File: config.mk
export PLATFORM = sky130hd
export DESIGN_NAME = mbist_comparator_flat
export DESIGN_NICKNAME = d
export VERILOG_FILES = /design/src/rtl/mbist_comparator_if.sv /design/src/rtl/mbist_comparator.sv /design/src/flat_wrapper.sv
export SDC_FILE = /design/constraint.sdc
export NUM_CORES = 1
export LEC_CHECK = 0
export CELL_PAD_IN_SITES_DETAIL_PLACEMENT = 1
export CELL_PAD_IN_SITES_GLOBAL_PLACEMENT = 1
export CORE_UTILIZATION = 38
export CTS_CLUSTER_DIAMETER = 100
export DETAILED_ROUTE_END_ITERATION = 6
export GPL_TIMING_DRIVEN = 0
export PLACE_DENSITY = 0.86
export SYNTH_ARGS = -nofsm -noshare
export SYNTH_HDL_FRONTEND = slang
export SYNTH_SLANG_ARGS = --single-unit
File: constraint.sdc
create_clock -name CLK -period 2.2 [get_ports CLK]
set_input_delay 0.44 -clock CLK [delete_from_list [all_inputs] [get_ports CLK]]
set_output_delay 0.44 -clock CLK [all_outputs]
set_load 0.1 [all_outputs]
File: src/rtl/mbist_comparator_if.sv
// mbist_comparator_if
//   Bundles the compare-request bus from the MBIST data generator with the
//   result/fail-log bus read by the MBIST controller.
//   master : generator/controller side (drives read data, expected data,
//            mask, address, march element and log pop; observes results)
//   slave  : comparator side
// Parameters:
//   ADDR_W : SRAM address width
//   CNT_W  : fail counter width
interface mbist_comparator_if #(
    parameter int ADDR_W = 8,
    parameter int CNT_W  = 16
);
    logic              RD_VALID;
    logic [7:0]        RD_DATA;
    logic [7:0]        EXP_DATA;
    logic [7:0]        CMP_MASK;
    logic [ADDR_W-1:0] RD_ADDR;
    logic [3:0]        gen_Turn;
    logic              LOG_POP;

    logic              FAIL_PULSE;
    logic              FAIL;
    logic [CNT_W-1:0]  FAIL_CNT;
    logic              FIRST_VALID;
    logic [ADDR_W-1:0] FIRST_ADDR;
    logic [7:0]        FIRST_XOR;
    logic [3:0]        FIRST_TURN;
    logic              LOG_VALID;
    logic [ADDR_W-1:0] LOG_ADDR;
    logic [7:0]        LOG_XOR;
    logic              LOG_FULL;
    logic              LOG_OVF;

    modport master (
        output RD_VALID, RD_DATA, EXP_DATA, CMP_MASK, RD_ADDR, gen_Turn, LOG_POP,
        input  FAIL_PULSE, FAIL, FAIL_CNT, FIRST_VALID, FIRST_ADDR, FIRST_XOR,
               FIRST_TURN, LOG_VALID, LOG_ADDR, LOG_XOR, LOG_FULL, LOG_OVF
    );

    modport slave (
        input  RD_VALID, RD_DATA, EXP_DATA, CMP_MASK, RD_ADDR, gen_Turn, LOG_POP,
        output FAIL_PULSE, FAIL, FAIL_CNT, FIRST_VALID, FIRST_ADDR, FIRST_XOR,
               FIRST_TURN, LOG_VALID, LOG_ADDR, LOG_XOR, LOG_FULL, LOG_OVF
    );
endinterface

File: src/rtl/mbist_comparator.sv
// mbist_comparator
//   MBIST response analyser. Compares SRAM read data with the generator's
//   expected byte under a per-bit ignore mask, keeps a sticky fail flag and a
//   saturating fail counter, captures the first failure and queues failure
//   records in a small first-word-fall-through log.
// Ports:
//   CLK     : clock, all logic on rising edge
//   RESET   : synchronous active-high reset
//   CMP_CLR : synchronous clear of all results (same effect as RESET)
//   bus     : compare request / result / fail-log bus (slave side)
// Pipeline: stage 1 registers the masked syndrome, stage 2 updates results,
//   so a failing read at edge N is visible after edge N+1.
module mbist_comparator #(
    parameter int ADDR_W    = 8,
    parameter int CNT_W     = 16,
    parameter int LOG_DEPTH = 4
) (
    input  logic               CLK,
    input  logic               RESET,
    input  logic               CMP_CLR,
    mbist_comparator_if.slave  bus
);
    localparam int PTR_W = $clog2(LOG_DEPTH);
    localparam int LCW   = PTR_W + 1;
    localparam int ENT_W = ADDR_W + 8;
    localparam logic [LCW-1:0] DEPTH_C = LCW'(LOG_DEPTH);

    logic clr;
    assign clr = RESET | CMP_CLR;

    // stage 1
    logic              s1_valid;
    logic [7:0]        s1_syn;
    logic [ADDR_W-1:0] s1_addr;
    logic [3:0]        s1_turn;
    logic              s1_fail;

    // stage 2 / results
    logic              fail_pulse;
    logic              fail_flag;
    logic [CNT_W-1:0]  fail_cnt;
    logic              first_valid;
    logic [ADDR_W-1:0] first_addr;
    logic [7:0]        first_xor;
    logic [3:0]        first_turn;
    logic              log_ovf;

    // fail log
    logic [ENT_W-1:0]  log_mem [LOG_DEPTH];
    logic [PTR_W-1:0]  wr_ptr;
    logic [PTR_W-1:0]  rd_ptr;
    logic [LCW-1:0]    log_cnt;
    logic              log_valid;
    logic              log_full;
    logic              log_pop;
    logic              push_ok;
    logic [ENT_W-1:0]  log_head;

    assign s1_fail   = s1_valid & (|s1_syn);
    assign log_valid = (log_cnt != '0);
    assign log_full  = (log_cnt == DEPTH_C);
    assign log_pop   = bus.LOG_POP & log_valid;
    // A full log still accepts a push when the head leaves at the same edge.
    assign push_ok   = s1_fail & (~log_full | log_pop);
    assign log_head  = log_mem[rd_ptr];

    always_ff @(posedge CLK) begin
        if (clr) begin
            s1_valid <= 1'b0;
            s1_syn   <= '0;
            s1_addr  <= '0;
            s1_turn  <= '0;
        end else begin
            s1_valid <= bus.RD_VALID;
            if (bus.RD_VALID) begin
                s1_syn  <= (bus.RD_DATA ^ bus.EXP_DATA) & ~bus.CMP_MASK;
                s1_addr <= bus.RD_ADDR;
                s1_turn <= bus.gen_Turn;
            end
        end
    end

    always_ff @(posedge CLK) begin
        if (clr) begin
            fail_pulse  <= 1'b0;
            fail_flag   <= 1'b0;
            fail_cnt    <= '0;
            first_valid <= 1'b0;
            first_addr  <= '0;
            first_xor   <= '0;
            first_turn  <= '0;
            log_ovf     <= 1'b0;
            wr_ptr      <= '0;
            rd_ptr      <= '0;
            log_cnt     <= '0;
        end else begin
            fail_pulse <= s1_fail;
            if (s1_fail) begin
                fail_flag <= 1'b1;
                if (fail_cnt != '1)
                    fail_cnt <= fail_cnt + 1'b1;
                if (!first_valid) begin
                    first_valid <= 1'b1;
                    first_addr  <= s1_addr;
                    first_xor   <= s1_syn;
                    first_turn  <= s1_turn;
                end
                if (!push_ok)
                    log_ovf <= 1'b1;
            end
            if (push_ok)
                wr_ptr <= wr_ptr + 1'b1;
            if (log_pop)
                rd_ptr <= rd_ptr + 1'b1;
            case ({push_ok, log_pop})
                2'b10:   log_cnt <= log_cnt + 1'b1;
                2'b01:   log_cnt <= log_cnt - 1'b1;
                default: log_cnt <= log_cnt;
            endcase
        end
    end

    // Storage is not reset; entries are only visible through log_cnt.
    always_ff @(posedge CLK) begin
        if (push_ok && !clr)
            log_mem[wr_ptr] <= {s1_addr, s1_syn};
    end

    assign bus.FAIL_PULSE  = fail_pulse;
    assign bus.FAIL        = fail_flag;
    assign bus.FAIL_CNT    = fail_cnt;
    assign bus.FIRST_VALID = first_valid;
    assign bus.FIRST_ADDR  = first_addr;
    assign bus.FIRST_XOR   = first_xor;
    assign bus.FIRST_TURN  = first_turn;
    assign bus.LOG_VALID   = log_valid;
    assign bus.LOG_ADDR    = log_valid ? log_head[ENT_W-1:8] : '0;
    assign bus.LOG_XOR     = log_valid ? log_head[7:0] : '0;
    assign bus.LOG_FULL    = log_full;
    assign bus.LOG_OVF     = log_ovf;
endmodule
File: src/flat_wrapper.sv
// flat-port wrapper written by rule: the top's interface ports become plain ports
module mbist_comparator_flat 
#(
    parameter int ADDR_W    = 8,
    parameter int CNT_W     = 16,
    parameter int LOG_DEPTH = 4
)
  (CLK, RESET, CMP_CLR, bus_RD_VALID, bus_RD_DATA, bus_EXP_DATA, bus_CMP_MASK, bus_RD_ADDR, bus_gen_Turn, bus_LOG_POP, bus_FAIL_PULSE, bus_FAIL, bus_FAIL_CNT, bus_FIRST_VALID, bus_FIRST_ADDR, bus_FIRST_XOR, bus_FIRST_TURN, bus_LOG_VALID, bus_LOG_ADDR, bus_LOG_XOR, bus_LOG_FULL, bus_LOG_OVF);
  mbist_comparator_if #(.ADDR_W(ADDR_W), .CNT_W(CNT_W)) bus_i ();
  input  logic CLK;
  input  logic RESET;
  input  logic CMP_CLR;
  input wire logic [$bits(bus_i.RD_VALID)-1:0] bus_RD_VALID;
  input wire logic [$bits(bus_i.RD_DATA)-1:0] bus_RD_DATA;
  input wire logic [$bits(bus_i.EXP_DATA)-1:0] bus_EXP_DATA;
  input wire logic [$bits(bus_i.CMP_MASK)-1:0] bus_CMP_MASK;
  input wire logic [$bits(bus_i.RD_ADDR)-1:0] bus_RD_ADDR;
  input wire logic [$bits(bus_i.gen_Turn)-1:0] bus_gen_Turn;
  input wire logic [$bits(bus_i.LOG_POP)-1:0] bus_LOG_POP;
  output wire logic [$bits(bus_i.FAIL_PULSE)-1:0] bus_FAIL_PULSE;
  output wire logic [$bits(bus_i.FAIL)-1:0] bus_FAIL;
  output wire logic [$bits(bus_i.FAIL_CNT)-1:0] bus_FAIL_CNT;
  output wire logic [$bits(bus_i.FIRST_VALID)-1:0] bus_FIRST_VALID;
  output wire logic [$bits(bus_i.FIRST_ADDR)-1:0] bus_FIRST_ADDR;
  output wire logic [$bits(bus_i.FIRST_XOR)-1:0] bus_FIRST_XOR;
  output wire logic [$bits(bus_i.FIRST_TURN)-1:0] bus_FIRST_TURN;
  output wire logic [$bits(bus_i.LOG_VALID)-1:0] bus_LOG_VALID;
  output wire logic [$bits(bus_i.LOG_ADDR)-1:0] bus_LOG_ADDR;
  output wire logic [$bits(bus_i.LOG_XOR)-1:0] bus_LOG_XOR;
  output wire logic [$bits(bus_i.LOG_FULL)-1:0] bus_LOG_FULL;
  output wire logic [$bits(bus_i.LOG_OVF)-1:0] bus_LOG_OVF;
  assign bus_i.RD_VALID = bus_RD_VALID;
  assign bus_i.RD_DATA = bus_RD_DATA;
  assign bus_i.EXP_DATA = bus_EXP_DATA;
  assign bus_i.CMP_MASK = bus_CMP_MASK;
  assign bus_i.RD_ADDR = bus_RD_ADDR;
  assign bus_i.gen_Turn = bus_gen_Turn;
  assign bus_i.LOG_POP = bus_LOG_POP;
  assign bus_FAIL_PULSE = bus_i.FAIL_PULSE;
  assign bus_FAIL = bus_i.FAIL;
  assign bus_FAIL_CNT = bus_i.FAIL_CNT;
  assign bus_FIRST_VALID = bus_i.FIRST_VALID;
  assign bus_FIRST_ADDR = bus_i.FIRST_ADDR;
  assign bus_FIRST_XOR = bus_i.FIRST_XOR;
  assign bus_FIRST_TURN = bus_i.FIRST_TURN;
  assign bus_LOG_VALID = bus_i.LOG_VALID;
  assign bus_LOG_ADDR = bus_i.LOG_ADDR;
  assign bus_LOG_XOR = bus_i.LOG_XOR;
  assign bus_LOG_FULL = bus_i.LOG_FULL;
  assign bus_LOG_OVF = bus_i.LOG_OVF;
  mbist_comparator #(.ADDR_W(ADDR_W), .CNT_W(CNT_W), .LOG_DEPTH(LOG_DEPTH)) u_core (.CLK(CLK), .RESET(RESET), .CMP_CLR(CMP_CLR), .bus(bus_i));
endmodule
==> run_1/ff_map.png <==
The bar under the picture is 20 um long. Other sequential cells in the stronger gray, the rest of the logic in the fainter gray.
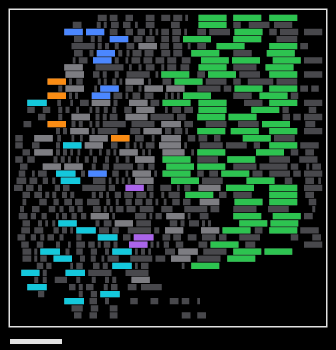
Blue stands for u_core.bus.FIRST_ADDR, placed flops 8. Orange stands for u_core.bus.FIRST_TURN, placed flops 4. Green stands for u_core.log_mem, placed flops 64. Purple stands for u_core.log_cnt, placed flops 3. Cyan stands for u_core.bus.FAIL_CNT, placed flops 16.
Another 38 sequential cells are not colored.

==> run_1/gates.png <==
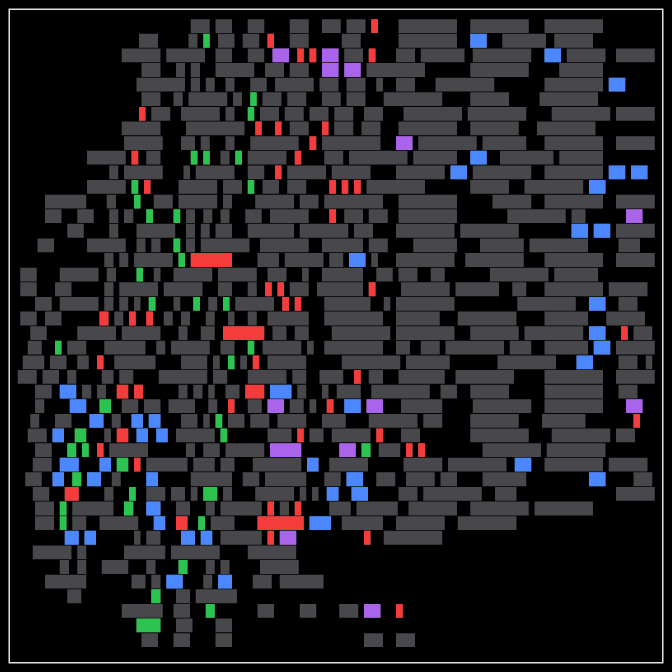
Red stands for nor cells, cells 53, most used nor2_1. Blue stands for and/or cells, cells 45, most used and2_4. Green stands for nand cells, cells 39, most used nand2_1. Purple stands for xor and xnor cells, cells 13, most used xnor2_1.
fraction of area in multi-input gates: 26.8%
Layout Cells excl Fill: 765

==> CHANGELOG.md, run 1 <==
## Implementation

- Most instantiated logic cells after routing: edfxtp_1 (64), dfxtp_1 (46), nor2_1 (43), clkdlybuf4s50_1 (38), dlygate4sd2_1 (36)
- Crit. End Element: output pin
- # H-tree levels: 4
- RSZ-0062 raised after global routing: true
- Wirelength, routed: 16,000 um
- GRT overflow: 0
- Largest class: sequential cells
- Combinational share of power: ~4.6%
- Routed length on met2: 8640 um
- Die width: 121 um
- Register share after synthesis: about three fifths
- Wire length of the first global-routing pass: roughly 24,000 um
- Run status: complete, but fails checks
- Yosys Chip Area: between 5000 and 6000 um2
- Crit path depth: 5
- Type of origin of the critical path: flop
- Final Cell Area: 7670 um2
- Register with the most flip-flops: u_core.log_mem
- Post-synthesis async set-or-reset flop share: 0%
- Syn_area_per_cell: approximately 12 um2
- Pint: 0.00442 W
- Final setup viols: 17
- Final Util: 55.2%
- PD cells: ~750 nW/um2
- Tool warnings: 32
- Failing checks: setup timing
- Worst setup margin: -0.110 ns
- Largest area contributor in the netlist: edfxtp_1
==> run_1/clock_wires.png <==
The bar under the picture is 20 um long.
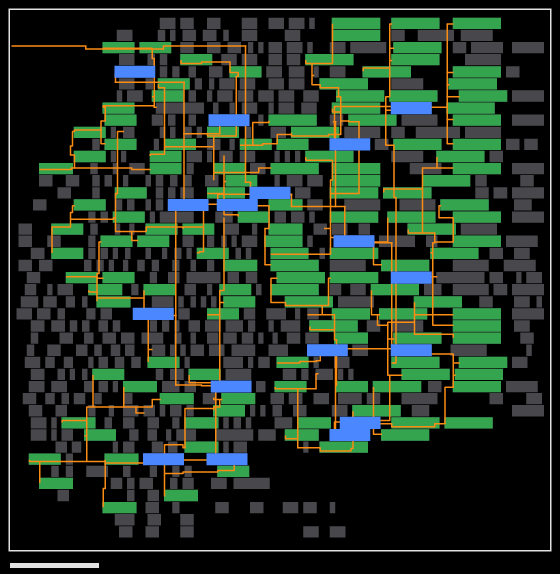
Green stands for flip-flops, count 133. Orange stands for clock wires, length 1,640 um. Blue stands for clock-net drivers, count 17.
There are 18 routed clock nets. Position of the flops: widely spread.

--- run 2 (diff from run 1) ---
--- a/config.mk
+++ b/config.mk
@@ -11,6 +11,7 @@
 export CTS_CLUSTER_DIAMETER = 100
 export DETAILED_ROUTE_END_ITERATION = 6
 export GPL_TIMING_DRIVEN = 0
+export HOLD_SLACK_MARGIN = 0.03
 export PLACE_DENSITY = 0.86
 export SYNTH_ARGS = -nofsm -noshare
 export SYNTH_HDL_FRONTEND = slang
==> run_2/gates.png <==
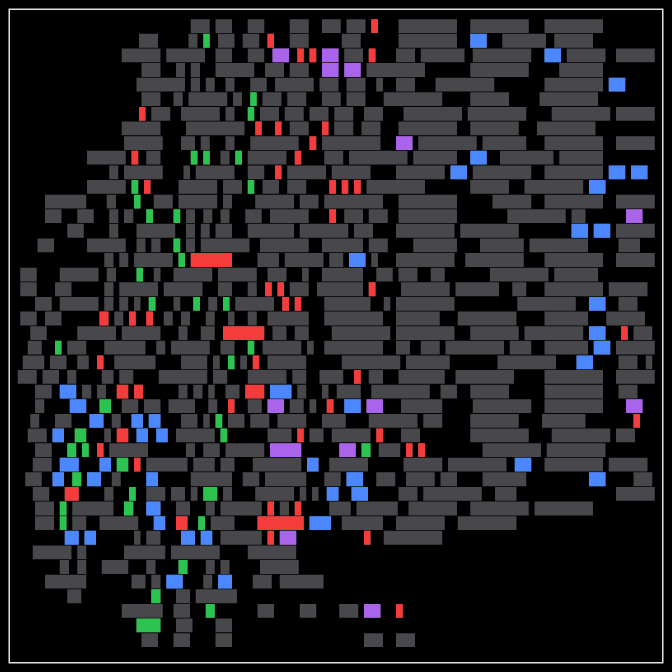
Red stands for nor cells, cells 53, most used nor2_1. Blue stands for and/or cells, cells 45, most used and2_4. Purple stands for xor and xnor cells, cells 13, most used xnor2_1. Green stands for nand cells, cells 39, most used nand2_1.
Top cell excl fill/tap: edfxtp_1

==> run 2 against run 1 <==
  * The run still ends with setup timing left
  * Power did not move
  * Non-clock buffer count did not move
  * Wire length did not move
  * Clock power barely moved
  * Clock-buffer cell count did not move
  * Critical path depth did not move
  * Core utilization did not move
  * Worst hold slack did not move
  * Maximum frequency did not move
  * Via count did not move
==> CHANGELOG.md, run 2 <==
## Implementation

- RSZ-0062 raised after global routing: true
- Worst setup margin: -0.110 ns (unchanged)
- P_leak: 2.92 nW
- Die width: 121 um (unchanged)
- Most instantiated logic cells after routing: edfxtp_1 (64), dfxtp_1 (46), nor2_1 (43), clkdlybuf4s50_1 (38), dlygate4sd2_1 (36)
- PD cells: 749 nW/um2 (unchanged)
- Type of origin of the critical path: flop
- Hold crit path type: primary input to flop
- Tool warnings: 32 (unchanged)
- Crit path depth: 5 (unchanged)
- Yosys Chip Area: 5410 um2 (unchanged)
- Register share after synthesis: 61.1% (unchanged)
- Layout Cells excl Fill: 765 (unchanged)
- #MultiIn Comb: 273
- # H-tree levels: 4 (unchanged)
- Largest area contributor in the netlist: edfxtp_1
- CTS resizes: about 250
- Fraction of area in multi-input gates: 26.8% (unchanged)
- Multi-input logic area: 2060 um2
- Largest class: sequential cells
- Combinational share of power: 4.6% (about the same)
- GRT overflow: 0 (unchanged)
- Max_cap viols: 0
- Post-synthesis async set-or-reset flop share: 0% (unchanged)
- Met2 usage: 40.4%
- Syn_area_per_cell: 12.3 um2 (unchanged)
- Routing usage on met1: 26.8%
- GRT Overall Usage: 22.5%
- Crit. End Element: output pin
- Final Cell Area: 7670 um2 (unchanged)
- Flop share of the area: 43.6%
- Routed length on met2: 8640 um (unchanged)
- Hold Startpoint: bus_RD_VALID
- Initial antenna violation count: 0
- Register with the most flip-flops: u_core.log_mem
- Final setup viols: 17 (unchanged)
- Wire length of the first global-routing pass: 24,300 um (unchanged)
- Buffering overhead: 18.5%
- Num CTS Buffers: 17
- Syn Inst Count: 441
- Vias: 4,036
- Failing checks: setup timing
- Wirelength, routed: 16,000 um (unchanged)
- Run status: complete, but fails checks
--- run 3 (diff from run 2) ---
--- a/config.mk
+++ b/config.mk
@@ -7,12 +7,13 @@
 export LEC_CHECK = 0
 export CELL_PAD_IN_SITES_DETAIL_PLACEMENT = 1
 export CELL_PAD_IN_SITES_GLOBAL_PLACEMENT = 1
-export CORE_UTILIZATION = 38
+export CORE_UTILIZATION = 45
 export CTS_CLUSTER_DIAMETER = 100
 export DETAILED_ROUTE_END_ITERATION = 6
 export GPL_TIMING_DRIVEN = 0
 export HOLD_SLACK_MARGIN = 0.03
-export PLACE_DENSITY = 0.86
+export PLACE_DENSITY = 0.95
+export SKIP_CTS_REPAIR_TIMING = 1
 export SYNTH_ARGS = -nofsm -noshare
 export SYNTH_HDL_FRONTEND = slang
 export SYNTH_SLANG_ARGS = --single-unit
==> constraint.sdc (replaced) <==
create_clock -name CLK -period 2.9 [get_ports CLK]
set_input_delay 0.58 -clock CLK [delete_from_list [all_inputs] [get_ports CLK]]
set_output_delay 0.58 -clock CLK [all_outputs]
set_load 0.1 [all_outputs]
==> run_3/ff_map.png <==
The bar under the picture is 20 um long. Other sequential cells in the stronger gray, the rest of the logic in the fainter gray.
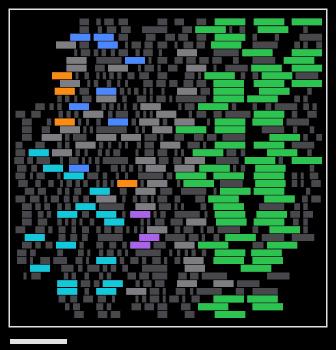
Orange stands for u_core.bus.FIRST_TURN, placed flops 4. Green stands for u_core.log_mem, placed flops 64, where a column on the right. Blue stands for u_core.bus.FIRST_ADDR, placed flops 8. Purple stands for u_core.log_cnt, placed flops 3. Cyan stands for u_core.bus.FAIL_CNT, placed flops 16.
Another 38 sequential cells are not colored.
storage element area: 3300 um2
Seq group: 0.00199 W

==> run 3 against run 2 <==
  * The flow finishes with violations (DRC)
  * Combinational power fell by about 30%
  * Wire length up 6.7%
  * Clock-buffer cell count is the same
  * First-iteration DRC count is 16% higher
  * Critical path depth down 2
  * Clock skew grew 0.00078 ns
  * Global-route usage rose by 6.3 points
  * Non-clock buffer count decreased by 16
  * Critical endpoint is now bus_LOG_FULL
==> CHANGELOG.md, run 3 <==
## Implementation

- Max_cap viols: 0 (unchanged)
- # H-tree levels: 4 (unchanged)
- Wirelength, routed: 17,000 um (+6.7%)
- Register with the most flip-flops: u_core.log_mem
- Final setup viols: 0 (-17)
- Post-synthesis async set-or-reset flop share: 0% (unchanged)
- Largest area contributor in the netlist: edfxtp_1
- Synth warnings: 0
- Routed length on met2: 9230 um (+6.8%)
- Num CTS Buffers: 17 (unchanged)
- Wire length of the first global-routing pass: 26,200 um (+7.8%)
- Crit. End Element: output pin
- Routing usage on met1: 31.1% (+4.3 points)
- P_leak: 2.53 nW (-13%)
- #MultiIn Comb: 273 (unchanged)
- Run status: complete, but fails checks
- Most instantiated logic cells after routing: clkdlybuf4s50_1 (80), dfxtp_1 (69), edfxtp_1 (64), nor2_1 (43), a21oi_1 (35)
- Hold Startpoint: u_core.s1_turn[0]$_SDFFE_PP0P_
- Tool warnings: 29 (-9.4%)
- Top cell excl fill/tap: clkdlybuf4s50_1
- PD cells: 604 nW/um2 (-19%)
- Multi-input logic area: 1950 um2 (-5.2%)
- Yosys Chip Area: 5410 um2 (unchanged)
- Buffering overhead: 14.7% (-3.8 points)
- GRT overflow: 0 (unchanged)
- Layout clock buffers: 17
- Largest class: sequential cells
- Final Cell Area: 7070 um2 (-7.8%)
- Met2 usage: 52.9% (+13 points)
- Initial antenna violation count: 1 (+1)
- DRC violations left: 8
- Synth top cells by count: dfxtp_1 (69), edfxtp_1 (64), nor2_1 (43), a21oi_1 (35), nand2_1 (27)
- Layout Cells excl Fill: 713 (-6.8%)
- GRT Overall Usage: 28.8% (+6.3 points)
- Register share after synthesis: 61.1% (unchanged)
- Layout Skew: roughly 0.011 ns
- Combinational share of power: 4.4% (-0.2 points)
- Failing checks: DRC
- RSZ-0062 raised after global routing: false
- Syn_area_per_cell: 12.3 um2 (unchanged)
- Type of origin of the critical path: flop
- Flop share of the area: 46.7% (+3.2 points)
- Vias: 4,120 (+2.1%)
- Syn Inst Count: 441 (unchanged)

## Gallery

Cell classes on the final placement.
The bar under the picture is 20 um long.
(a)
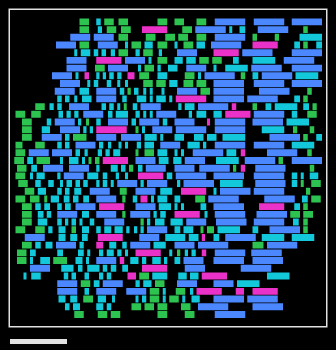
(b)
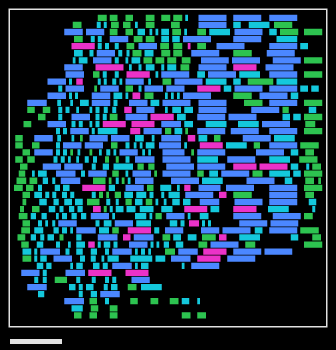
(a) comes from run 3.
(b) comes from run 1.
The one with the largest die is (b).

Key to (b):
Cyan stands for remaining logic cells, cells 281. Green stands for remaining buffers and delay cells, cells 139. Magenta stands for clock drivers and dummy loads, cells 32. Blue stands for registers, cells 133.

Power is estimated from default activity; no workload was simulated.
